Fig. 1: routed clock nets over the placement
Scale bar: 50 um.
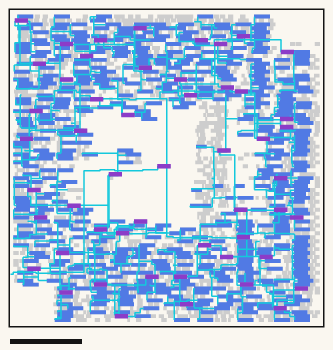
Fig. 2: placement view
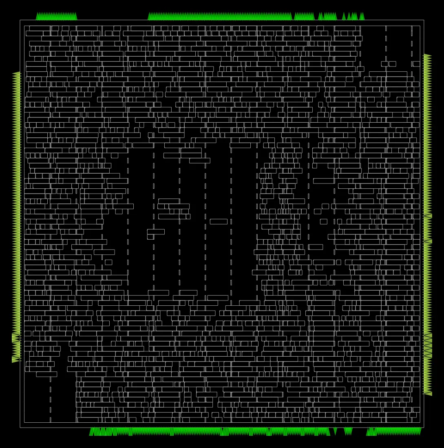
Fig. 3: I/O pins on the die edge
Pins as bars across the die edge, other pins in gray.
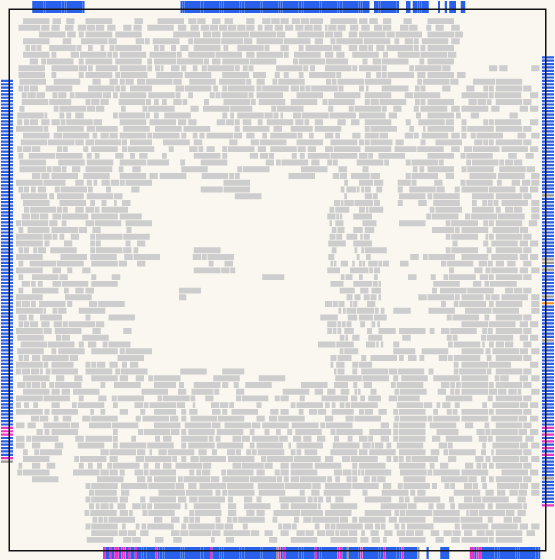
<file path="src/rtl/cut_io_pkg.sv">
// Shared definitions for the CUT I/O interface: handshake FSM states and the
// default block geometry that both the input deserializer and output serializer use.
package cut_io_pkg;

  typedef enum logic [0:0] {
    ST_FILL = 1'b0,
    ST_FULL = 1'b1
  } state_t;

  localparam int CUT_DATA_WIDTH = 32;
  localparam int CUT_DEPTH      = 16;

endpackage

</file>
<file path="src/rtl/input_deserializer.sv">
// Assembles DEPTH serial words into one parallel block and holds the block
// until the consumer acknowledges it; a flush closes a partial block zero-padded.
module input_deserializer
  import cut_io_pkg::*;
#(
  parameter int  DATA_WIDTH = CUT_DATA_WIDTH,
  parameter int  DEPTH      = CUT_DEPTH,
  localparam int CNT_W      = $clog2(DEPTH + 1)
) (
  input  logic                        clk,
  input  logic                        rst,
  input  logic                        in_valid,
  input  logic [DATA_WIDTH-1:0]       in_data,
  output logic                        in_ready,
  input  logic                        flush,
  output logic                        out_valid,
  output logic [DEPTH*DATA_WIDTH-1:0] out_data,
  input  logic                        out_ack,
  output logic [CNT_W-1:0]            word_count
);

  localparam logic [CNT_W-1:0] LAST_IDX = CNT_W'(DEPTH - 1);

  state_t                  state_r;
  logic [CNT_W-1:0]        count_r;
  logic                    out_valid_r;
  logic [DATA_WIDTH-1:0]   slot_r [DEPTH];

  logic                    fill_s;
  logic                    accept_s;
  logic                    close_s;
  logic                    clear_s;
  logic [DEPTH-1:0]        wr_en_s;
  logic [DEPTH-1:0]        pad_s;

  assign fill_s     = (state_r == ST_FILL);
  assign in_ready   = rst & fill_s;
  assign accept_s   = in_valid & in_ready;
  // A flush only closes the block if it would carry at least one real word.
  assign close_s    = rst & fill_s & flush & ((count_r != {CNT_W{1'b0}}) | accept_s);
  assign clear_s    = (state_r == ST_FULL) & out_ack;
  assign out_valid  = out_valid_r;
  assign word_count = count_r;

  generate
    for (genvar i = 0; i < DEPTH; i++) begin : g_slot
      localparam logic [CNT_W-1:0] IDX = CNT_W'(i);

      // Slots above the last real word are zeroed when a flush closes the block.
      assign wr_en_s[i] = accept_s & (count_r == IDX);
      assign pad_s[i]   = close_s & ((count_r < IDX) | ((count_r == IDX) & ~accept_s));

      // Per-slot storage: cleared on reset/ack, loaded on its index, padded on flush.
      always_ff @(posedge clk) begin
        if (!rst) begin
          slot_r[i] <= {DATA_WIDTH{1'b0}};
        end else if (clear_s) begin
          slot_r[i] <= {DATA_WIDTH{1'b0}};
        end else if (wr_en_s[i]) begin
          slot_r[i] <= in_data;
        end else if (pad_s[i]) begin
          slot_r[i] <= {DATA_WIDTH{1'b0}};
        end else begin
          slot_r[i] <= slot_r[i];
        end
      end

      assign out_data[i*DATA_WIDTH +: DATA_WIDTH] = slot_r[i];
    end
  endgenerate

  // Block FSM: word counting in FILL, hold-until-ack in FULL.
  always_ff @(posedge clk) begin
    if (!rst) begin
      state_r     <= ST_FILL;
      count_r     <= {CNT_W{1'b0}};
      out_valid_r <= 1'b0;
    end else begin
      case (state_r)
        ST_FILL: begin
          if (accept_s) begin
            count_r <= count_r + CNT_W'(1);
          end
          if (close_s || (accept_s && (count_r == LAST_IDX))) begin
            state_r     <= ST_FULL;
            out_valid_r <= 1'b1;
          end
        end
        ST_FULL: begin
          if (out_ack) begin
            state_r     <= ST_FILL;
            count_r     <= {CNT_W{1'b0}};
            out_valid_r <= 1'b0;
          end
        end
        default: begin
          state_r     <= ST_FILL;
          count_r     <= {CNT_W{1'b0}};
          out_valid_r <= 1'b0;
        end
      endcase
    end
  end

endmodule

</file>
<file path="config.mk">
export PLATFORM = sky130hd
export DESIGN_NAME = input_deserializer
export DESIGN_NICKNAME = d
export VERILOG_FILES = /design/src/rtl/cut_io_pkg.sv /design/src/rtl/input_deserializer.sv
export SDC_FILE = /design/constraint.sdc
export NUM_CORES = 1
export LEC_CHECK = 0
export CAP_MARGIN = 20
export CORE_AREA = 2 2 214 216
export CTS_BUF_LIST = sky130_fd_sc_hd__clkbuf_16
export DETAILED_ROUTE_END_ITERATION = 10
export DIE_AREA = 0 0 216 218
export HOLD_SLACK_MARGIN = 0.12
export PLACE_DENSITY = 0.75
export SLEW_MARGIN = 40
export SYNTH_ARGS = -nofsm -noshare
export SYNTH_HDL_FRONTEND = slang
export SYNTH_SLANG_ARGS = --single-unit
export TNS_END_PERCENT = 30
</file>
<file path="constraint.sdc">
create_clock -name clk -period 6.7 [get_ports clk]
set_input_delay 1.34 -clock clk [delete_from_list [all_inputs] [get_ports clk]]
set_output_delay 1.34 -clock clk [all_outputs]
set_load 0.005 [all_outputs]
</file>
==> run_results.csv <==
group,metric,value,unit
routing,totalWireLength,60800,um
yosys,postSynthNetCount,1292,
cells_and_area,layout.nonclk_buf_share,20.4,%
critical_path,cp_max_fo,33,
cells_and_area,layout.clock_buffers,54,
cells_and_area,combAreaFraction,14.8,%
critical_path,timing_startpoint_of_the_critical_path,"in_valid",
job,stage_log_warnings,29,
yosys,synth.cell_area,19900,sq um
yosys,yosys-top-cells-area,"sky130_fd_sc_hd__edfxtp_1 (77%), sky130_fd_sc_hd__and2_1 (12%), sky130_fd_sc_hd__and3_1 (4.0%)",
cts,cts_tree,"built",
cells_and_area,drive_gt1_share,8.27,%
cells_and_area,multi_input_comb_cells,617,
yosys,yosys-stat-cells,1250,
critical_path,timing.critical_path.from_type,"primary input",
routing,wire_per_inst,25.2,um
yosys,synth-edff-count,512,
final_timing,slew-limit-headroom,42.9,%
cts,tritoncts.num_buffers,52,
power_and_ir_drop,comb_cell_power,0.000858,W
final_timing,tightestPinTransition,854,ps
cts,clkSinkCount,519,
critical_path,worstReg2RegStart,"word_count[0]$_SDFFE_PN0P_",
place,dpl_cells,2320,
worst_hold_path,holdPathEnd,"out_valid$_SDFFE_PN0P_",
cts,cts_buffer_depth,3,
cts,cts_hold_buffers,0,
cells_and_area,final_core_util,61.9,%
cells_and_area,final_layout_top_logic_cells,"sky130_fd_sc_hd__clkdlybuf4s50_1 (539), sky130_fd_sc_hd__edfxtp_1 (512), sky130_fd_sc_hd__and2_1 (387)",
yosys,top_comb_family_area,"simple AND/OR/NAND/NOR gates",
yosys,ys_seq_share,77.8,%
final_timing,fin_crit,4390,ps
yosys,top_cells_by_count,"sky130_fd_sc_hd__edfxtp_1 (512), sky130_fd_sc_hd__and2_1 (388), sky130_fd_sc_hd__and3_1 (129)",
cells_and_area,ff_latch_area,15500,sq um
critical_path,worst-path-stages,5,
cells_and_area,syn2layout_area_growth,39.2,%
final_timing,finalSetupViolations,0,
power_and_ir_drop,power.ir.vdd_worst,246,uV
final_timing,max_freq,0.228,GHz
cts,clkSlewWorstSetupHoldPaths,70,ps
global_routing,grt_pass1_vias,12260,
power_and_ir_drop,cellInternalPower,0.00590,W
yosys,post_synth_and_or_nand_nor_area_fraction,17.9,%
critical_path,cp_num_buf_inv,1,
critical_path,r2r_end,"slot_r[1][253]$_SDFFCE_PP0P_",
final_timing,grt_setup_unrepaired,"false",
run_status,run_status,"finished, final reports clean",
yosys,yosys.area.top_type,"sky130_fd_sc_hd__edfxtp_1",
Notes on Fig. 1 above:
[clock wires] cyan | length: 5780 um
[flip-flops] blue | count: 519
[clock drivers] purple | count: 52
flops lie: all over the die
routed clock nets: 53
Skew-Pair Late Insertion Delay: 590 ps
clock group share of total power: 37.5%
clock-net power: 0.00285 W
final worst clock skew: 37.3 ps

Notes on Fig. 2 above:
FF+latch count: 519
total number of placement rows: 78
non-filler cells in the finished layout: 2416
num tapcells: 600
layout filler cell count: 3259

Notes on Fig. 3 above:
| port | color | pins | direction | edge |
|---|---|---|---|---|
| rst | orange | 1 | input | right |
| out_data | blue | 512 | output | 150 bottom, 133 top, 120 right, 109 left |
| in_data | magenta | 32 | input | 22 bottom, 6 right, 4 left |
all pins by edge: 175 bottom, 134 right, 133 top, 114 left
Die Wd: 216 um
IO buf count: 555
chip height: 218 um

Power and IR drop assume default switching activity.
